Fig. 1: run 1, the clock network
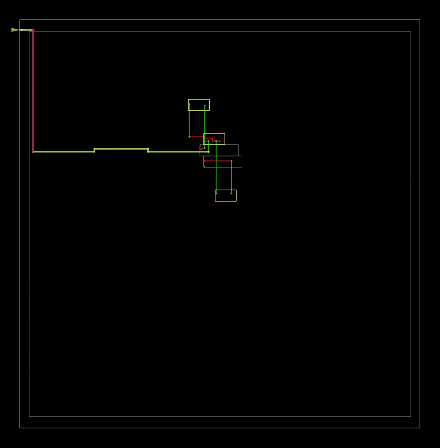
Fig. 2: run 1, M1 wires
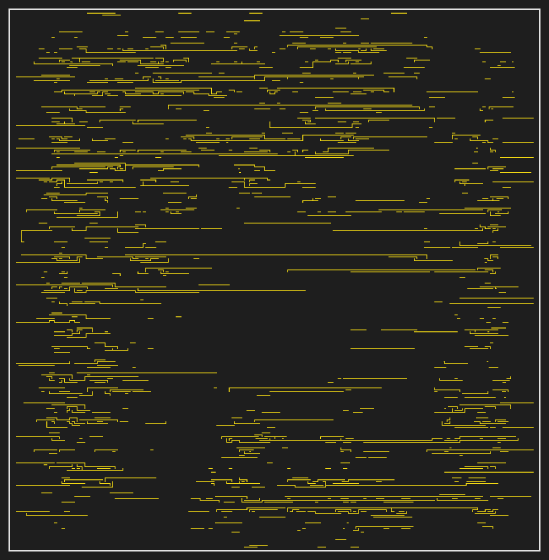
Fig. 3: run 1, routed metal per tile
The bar under the picture is 20 um long. The die is cut into 19 by 20 equal tiles; dark blue is low, red is high, scaled to the fullest tile. Values are wire area over tile area, all layers added.
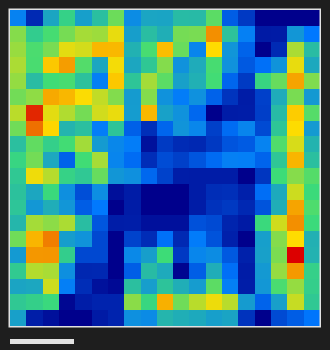
Fig. 4: run 1, cell classes on the final placement
Fill, decap, tap and diode cells in grey.
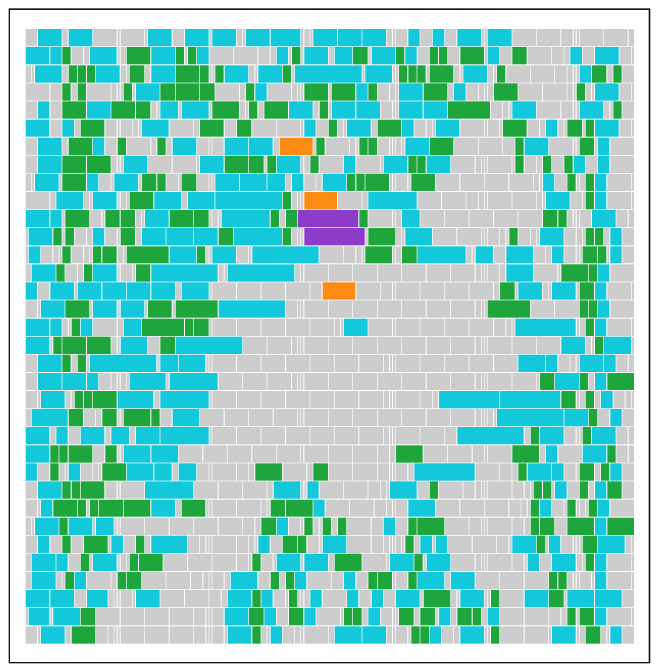
--- src/rtl/mem_arbiter.sv ---
// Purpose : two-port arbiter sharing one single-port synchronous word memory
//           between instruction fetch (port 0) and load/store (port 1).
// Latency : grant in the request cycle; read data returns MEM_LAT cycles after grant.
// Backpressure: a port that is not granted holds its request stable until granted.
//
// Ports:
//   clk, reset                  clock and asynchronous active-high reset
//   req/we/addr/wdata{0,1}      request from fetch (0) and data (1) ports
//   gnt{0,1}                    request accepted this cycle (combinational)
//   rvalid/rdata{0,1}           read response routed back to the issuing port
//   mem_en/we/addr/wdata        drive to the shared memory
//   mem_rdata                   memory read data, MEM_LAT cycles after a read issue
//
// Build option: define ARB_RR_EN for round-robin conflict resolution;
// without it port 1 (data) always wins a conflict.

module mem_arbiter #(
    parameter int ADDR_W  = 12,
    parameter int DATA_W  = 32,
    parameter int MEM_LAT = 1
) (
    input  logic              clk,
    input  logic              reset,

    input  logic              req0,
    input  logic              we0,
    input  logic [ADDR_W-1:0] addr0,
    input  logic [DATA_W-1:0] wdata0,
    output logic              gnt0,
    output logic              rvalid0,
    output logic [DATA_W-1:0] rdata0,

    input  logic              req1,
    input  logic              we1,
    input  logic [ADDR_W-1:0] addr1,
    input  logic [DATA_W-1:0] wdata1,
    output logic              gnt1,
    output logic              rvalid1,
    output logic [DATA_W-1:0] rdata1,

    output logic              mem_en,
    output logic              mem_we,
    output logic [ADDR_W-1:0] mem_addr,
    output logic [DATA_W-1:0] mem_wdata,
    input  logic [DATA_W-1:0] mem_rdata
);

    // The response pipeline is sized to the memory latency; outside 1..4
    // the memory this block is paired with does not exist.
    if (MEM_LAT < 1 || MEM_LAT > 4) begin : g_bad_lat
        $error("mem_arbiter: MEM_LAT must be in 1..4");
    end

    // ------------------------------------------------------------------
    // Arbitration
    // ------------------------------------------------------------------
    logic conflict;
    logic sel0;
    logic sel1;

    assign conflict = req0 & req1;

`ifdef ARB_RR_EN
    // prio_ptr names the port that wins the next conflict. It only moves
    // on conflict cycles, so an uncontended port never disturbs fairness.
    logic prio_ptr;

    always_ff @(posedge clk or posedge reset) begin
        if (reset) begin
            prio_ptr <= 1'b0;
        end else if (conflict) begin
            prio_ptr <= ~prio_ptr;
        end
    end

    assign sel0 = ~conflict | ~prio_ptr;
    assign sel1 = ~conflict |  prio_ptr;
`else
    // Data accesses stall the pipeline harder than fetch, so port 1 wins.
    assign sel0 = ~req1;
    assign sel1 = 1'b1;
`endif

    // Grants are masked by reset so nothing reaches the memory while the
    // core is being reset, even though the grant path is combinational.
    assign gnt0 = ~reset & req0 & sel0;
    assign gnt1 = ~reset & req1 & sel1;

    // ------------------------------------------------------------------
    // Memory drive: mux from the granted port, zero when idle
    // ------------------------------------------------------------------
    always_comb begin
        mem_en    = gnt0 | gnt1;
        mem_we    = 1'b0;
        mem_addr  = '0;
        mem_wdata = '0;
        if (gnt1) begin
            mem_we    = we1;
            mem_addr  = addr1;
            mem_wdata = wdata1;
        end else if (gnt0) begin
            mem_we    = we0;
            mem_addr  = addr0;
            mem_wdata = wdata0;
        end
    end

    // ------------------------------------------------------------------
    // Response pipeline: one {valid, owner} entry pushed per cycle.
    // Stage 0 captures the grant of the current cycle, so the tail stage
    // lines up with mem_rdata exactly MEM_LAT cycles after the grant.
    // ------------------------------------------------------------------
    logic               push_vld;
    logic               push_own;
    logic [MEM_LAT-1:0] pipe_vld;
    logic [MEM_LAT-1:0] pipe_own;

    assign push_vld = (gnt0 & ~we0) | (gnt1 & ~we1);
    assign push_own = gnt1;

    always_ff @(posedge clk or posedge reset) begin
        if (reset) begin
            pipe_vld <= '0;
            pipe_own <= '0;
        end else begin
            pipe_vld[0] <= push_vld;
            pipe_own[0] <= push_own;
            for (int i = 1; i < MEM_LAT; i++) begin
                pipe_vld[i] <= pipe_vld[i-1];
                pipe_own[i] <= pipe_own[i-1];
            end
        end
    end

    // rvalid comes straight from pipeline flops; rdata is gated so a port
    // never sees the other port's data or stale memory output.
    assign rvalid0 = pipe_vld[MEM_LAT-1] & ~pipe_own[MEM_LAT-1];
    assign rvalid1 = pipe_vld[MEM_LAT-1] &  pipe_own[MEM_LAT-1];
    assign rdata0  = rvalid0 ? mem_rdata : '0;
    assign rdata1  = rvalid1 ? mem_rdata : '0;

endmodule
--- config.mk ---
export PLATFORM = sky130hd
export DESIGN_NAME = mem_arbiter
export DESIGN_NICKNAME = d
export VERILOG_FILES = /design/src/rtl/mem_arbiter.sv
export SDC_FILE = /design/constraint.sdc
export NUM_CORES = 1
export LEC_CHECK = 0
export ABC_AREA = 1
export CORE_AREA = 2 2 94 96
export CTS_CLUSTER_DIAMETER = 120
export DETAILED_ROUTE_END_ITERATION = 12
export DIE_AREA = 0 0 96 98
export GPL_ROUTABILITY_DRIVEN = 1
export SYNTH_ARGS = -nofsm -noshare
export SYNTH_HDL_FRONTEND = slang
export SYNTH_SLANG_ARGS = --single-unit
--- constraint.sdc ---
create_clock -name clk -period 1.6 [get_ports clk]
set_clock_uncertainty 0.15 [all_clocks]
set_input_delay 0.32 -clock clk [delete_from_list [all_inputs] [get_ports clk]]
set_output_delay 0.32 -clock clk [all_outputs]
set_load 0.01 [all_outputs]
==> flow_metrics.env, run 1 <==
# source this file to load flow results
export IMPL_grt_max_degree=27
export IMPL_rsz0062_at_grt="true"
export IMPL_critPathRequiredTime_ps=1130
export IMPL_syn_to_final_growth_pct=288
export IMPL_grt_pass1_wl_um=13300
export IMPL_ys_warn_count=0
export IMPL_cts_resized_gates=470
export IMPL_hold_viol=0
export IMPL_synth_top_area_share_pct=30.4
export IMPL_violations="setup timing"
export IMPL_comb_share_pct=30.2
export IMPL_rows=34
export IMPL_use_met3_pct=5.63
export IMPL_p_per_area_nw_per_um2=287
export IMPL_period_minus_slack_ps=1710
export IMPL_xor_share_pct=0
export IMPL_path_cells="nor2_4 -> inv_4 -> buf_16 -> nor2_2 -> buf_2"
export IMPL_top_cells_by_count="93 x nand2_1, 66 x nor2_1, 46 x nand3_1"
export IMPL_final_setup_tns_ps=-5570
export IMPL_synth_comb_largest_family="simple AND/OR/NAND/NOR gates"
export IMPL_synth_cellmix_compoundShare_pct=0.435
export IMPL_met2_usage_pct=34.9
export IMPL_power_total_mw=1.28
export IMPL_yosys_stat_cells=270
export IMPL_drv_slew=0
export IMPL_worstSetupStartpointType="flop"
export IMPL_holdBufCountCts=0
export IMPL_crit_type="flop to output pin"
export IMPL_yosysMostFrequentCell="nand2_1"
export IMPL_power_leader="combinational cells"
export IMPL_syn_area_per_cell_um2=4.26
export IMPL_signal_buffers=282
export IMPL_nonClkBufAreaFrac_pct=61.2
export IMPL_pg_seq_mw=0.0574
export IMPL_ir_drop_mv=0.154
export IMPL_critPathArrivalTime_ps=1240
export IMPL_drv_cap=0
export IMPL_route_detailed_drc=0
export IMPL_n_tap_cell=108
export IMPL_setup_slack_ps=-113
export IMPL_layout_top_cell="clkdlybuf4s50_1"
export IMPL_seqPwrFrac_pct=4.5
export IMPL_logic_area_um2=1350
export IMPL_slew_headroom_pct=83.0
export IMPL_end_kind="output pin"
export IMPL_dr_first_iter_drc_count=45
export IMPL_hpwl_um=6150
export IMPL_wl_met1_um=3510
export IMPL_antenna_found_initial=0
export IMPL_finalCoreUtilization_pct=52.7
export IMPL_ys_types=11
export IMPL_ys_ff=2
export IMPL_switchingPower_mw=0.470
export IMPL_htreeDepth=1
export IMPL_largestRegisters="pipe_own (1), pipe_vld (1)"
export IMPL_diodes=0
export IMPL_die_x_um=96
export IMPL_min_path_type="input pin to asynchronous set/reset pin"
export IMPL_die_y_um=98
export IMPL_gp_congestion=0.815
export IMPL_yosys_stat_seqShare_pct=4.35
export IMPL_wl_met2_um=5140
export IMPL_p_clk_share_pct=15.3
export IMPL_cts_tree="built"
export IMPL_dp_slack_ps=-858
export IMPL_final_fill_count=815
export IMPL_setup_viol=90
export IMPL_fin_nets=663
export IMPL_top_usage_layer="met2"
export IMPL_place_inst=610
export IMPL_outcome="finished, violations left"
export IMPL_cp_endpoint="rdata0[0]"
export IMPL_comb_cells=208
export IMPL_fin_crit_sh_pct=107
export IMPL_grt_pass1_vias=2680
Back to the opening pictures, Fig. 1:
clock network power: 0.197 mW
clock net sink count: 2
CLK BUF: 3
flop count: 2

Back to the opening pictures, Fig. 2:
share of all routed wire: 36%
longest straight run: 54.7 um
nets with wire on the layer: 541
grt met1 use: 18.3%
vias: 2762
final WL: 9840 um

Back to the opening pictures, Fig. 3:
densest ninth of the die: top left
emptiest ninth of the die: middle
nearly empty tiles: 6.3%
mean over tiles: 0.17
tiles over half the peak: 30%
Total GRT Usage: 18.3%
Avg WL per Cell: 15.3 um

Back to the opening pictures, Fig. 4:
| colour | class | cells | share of their area |
|---|---|---|---|
| green | combinational and other logic | 248 | 35% |
| cyan | remaining buffers and delay cells | 282 | 63% |
| purple | sequential cells | 2 | 1.2% |
| orange | clock drivers | 3 | 0.95% |
core box area: 8470 um2
Seq/total area: 1.12%

==> inputs of run 2 (changes only) <==
--- a/config.mk
+++ b/config.mk
@@ -7,10 +7,9 @@
 export LEC_CHECK = 0
 export ABC_AREA = 1
 export CORE_AREA = 2 2 94 96
-export CTS_CLUSTER_DIAMETER = 120
+export CTS_CLUSTER_DIAMETER = 150
 export DETAILED_ROUTE_END_ITERATION = 12
 export DIE_AREA = 0 0 96 98
-export GPL_ROUTABILITY_DRIVEN = 1
 export SYNTH_ARGS = -nofsm -noshare
 export SYNTH_HDL_FRONTEND = slang
 export SYNTH_SLANG_ARGS = --single-unit
Fig. 5: run 2, routed metal per tile
The bar under the picture is 20 um long. The die is cut into 19 by 20 equal tiles; dark blue is low, red is high, scaled to the fullest tile. Values are wire area over tile area, all layers added.
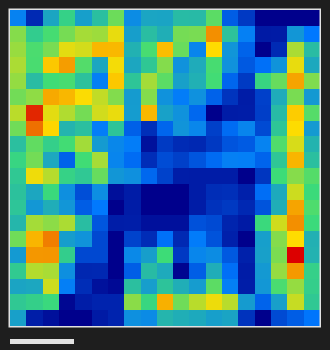

==> flow_metrics.env, run 2 <==
# source this file to load flow results
export IMPL_outcome="finished, violations left"
export IMPL_violations="setup timing"
export IMPL_ir_drop_mv=0.154
export IMPL_yosys_stat_cells=270
export IMPL_clock_sinks=2
export IMPL_syn_area_per_cell_um2=4.26
export IMPL_power_leader="combinational cells"
export IMPL_n_clock_buffer=3
export IMPL_syn_to_final_growth_pct=288
export IMPL_gp_congestion=0.815
export IMPL_met1_usage_pct=18.3
export IMPL_p_per_area_nw_per_um2=287
export IMPL_seqPwrFrac_pct=4.5
export IMPL_setup_viol=90
export IMPL_critPathRequiredTime_ps=1130
export IMPL_power_total_mw=1.28
export IMPL_synth_comb_largest_family="simple AND/OR/NAND/NOR gates"
export IMPL_slew_headroom_pct=83.0
export IMPL_nonClkBufAreaFrac_pct=61.2
export IMPL_hpwl_um=6150
export IMPL_finalCoreUtilization_pct=52.7
export IMPL_cp_endpoint="rdata0[0]"
export IMPL_ys_types=11
export IMPL_routedWlPerCell_um=15.3
export IMPL_dr_total_vias=2762
export IMPL_pg_seq_mw=0.0574
export IMPL_synth_cellmix_compoundShare_pct=0.435
export IMPL_grt_max_degree=27
export IMPL_grt_pass1_wl_um=13300
export IMPL_place_inst=610
export IMPL_p_clk_share_pct=15.3
export IMPL_switchingPower_mw=0.470
export IMPL_signal_buffers=282
export IMPL_cts_tree="built"
export IMPL_use_met3_pct=5.63
export IMPL_die_y_um=98
export IMPL_yosys_stat_seqShare_pct=4.35
export IMPL_setup_slack_ps=-113
export IMPL_die_x_um=96
export IMPL_final_setup_tns_ps=-5570
export IMPL_layout_top_cell="clkdlybuf4s50_1"
export IMPL_xor_share_pct=0
export IMPL_comb_share_pct=30.2
export IMPL_htreeDepth=1
export IMPL_fin_crit_sh_pct=107
export IMPL_p_clk_mw=0.197
export IMPL_final_fill_count=815
export IMPL_worstSetupStartpointType="flop"
export IMPL_antenna_found_initial=0
export IMPL_drv_slew=0
export IMPL_cts_resized_gates=470
export IMPL_ys_warn_count=0
export IMPL_period_minus_slack_ps=1710
export IMPL_yosysMostFrequentCell="nand2_1"
Power figures rest on the tool's default switching activity, not on a simulated workload.
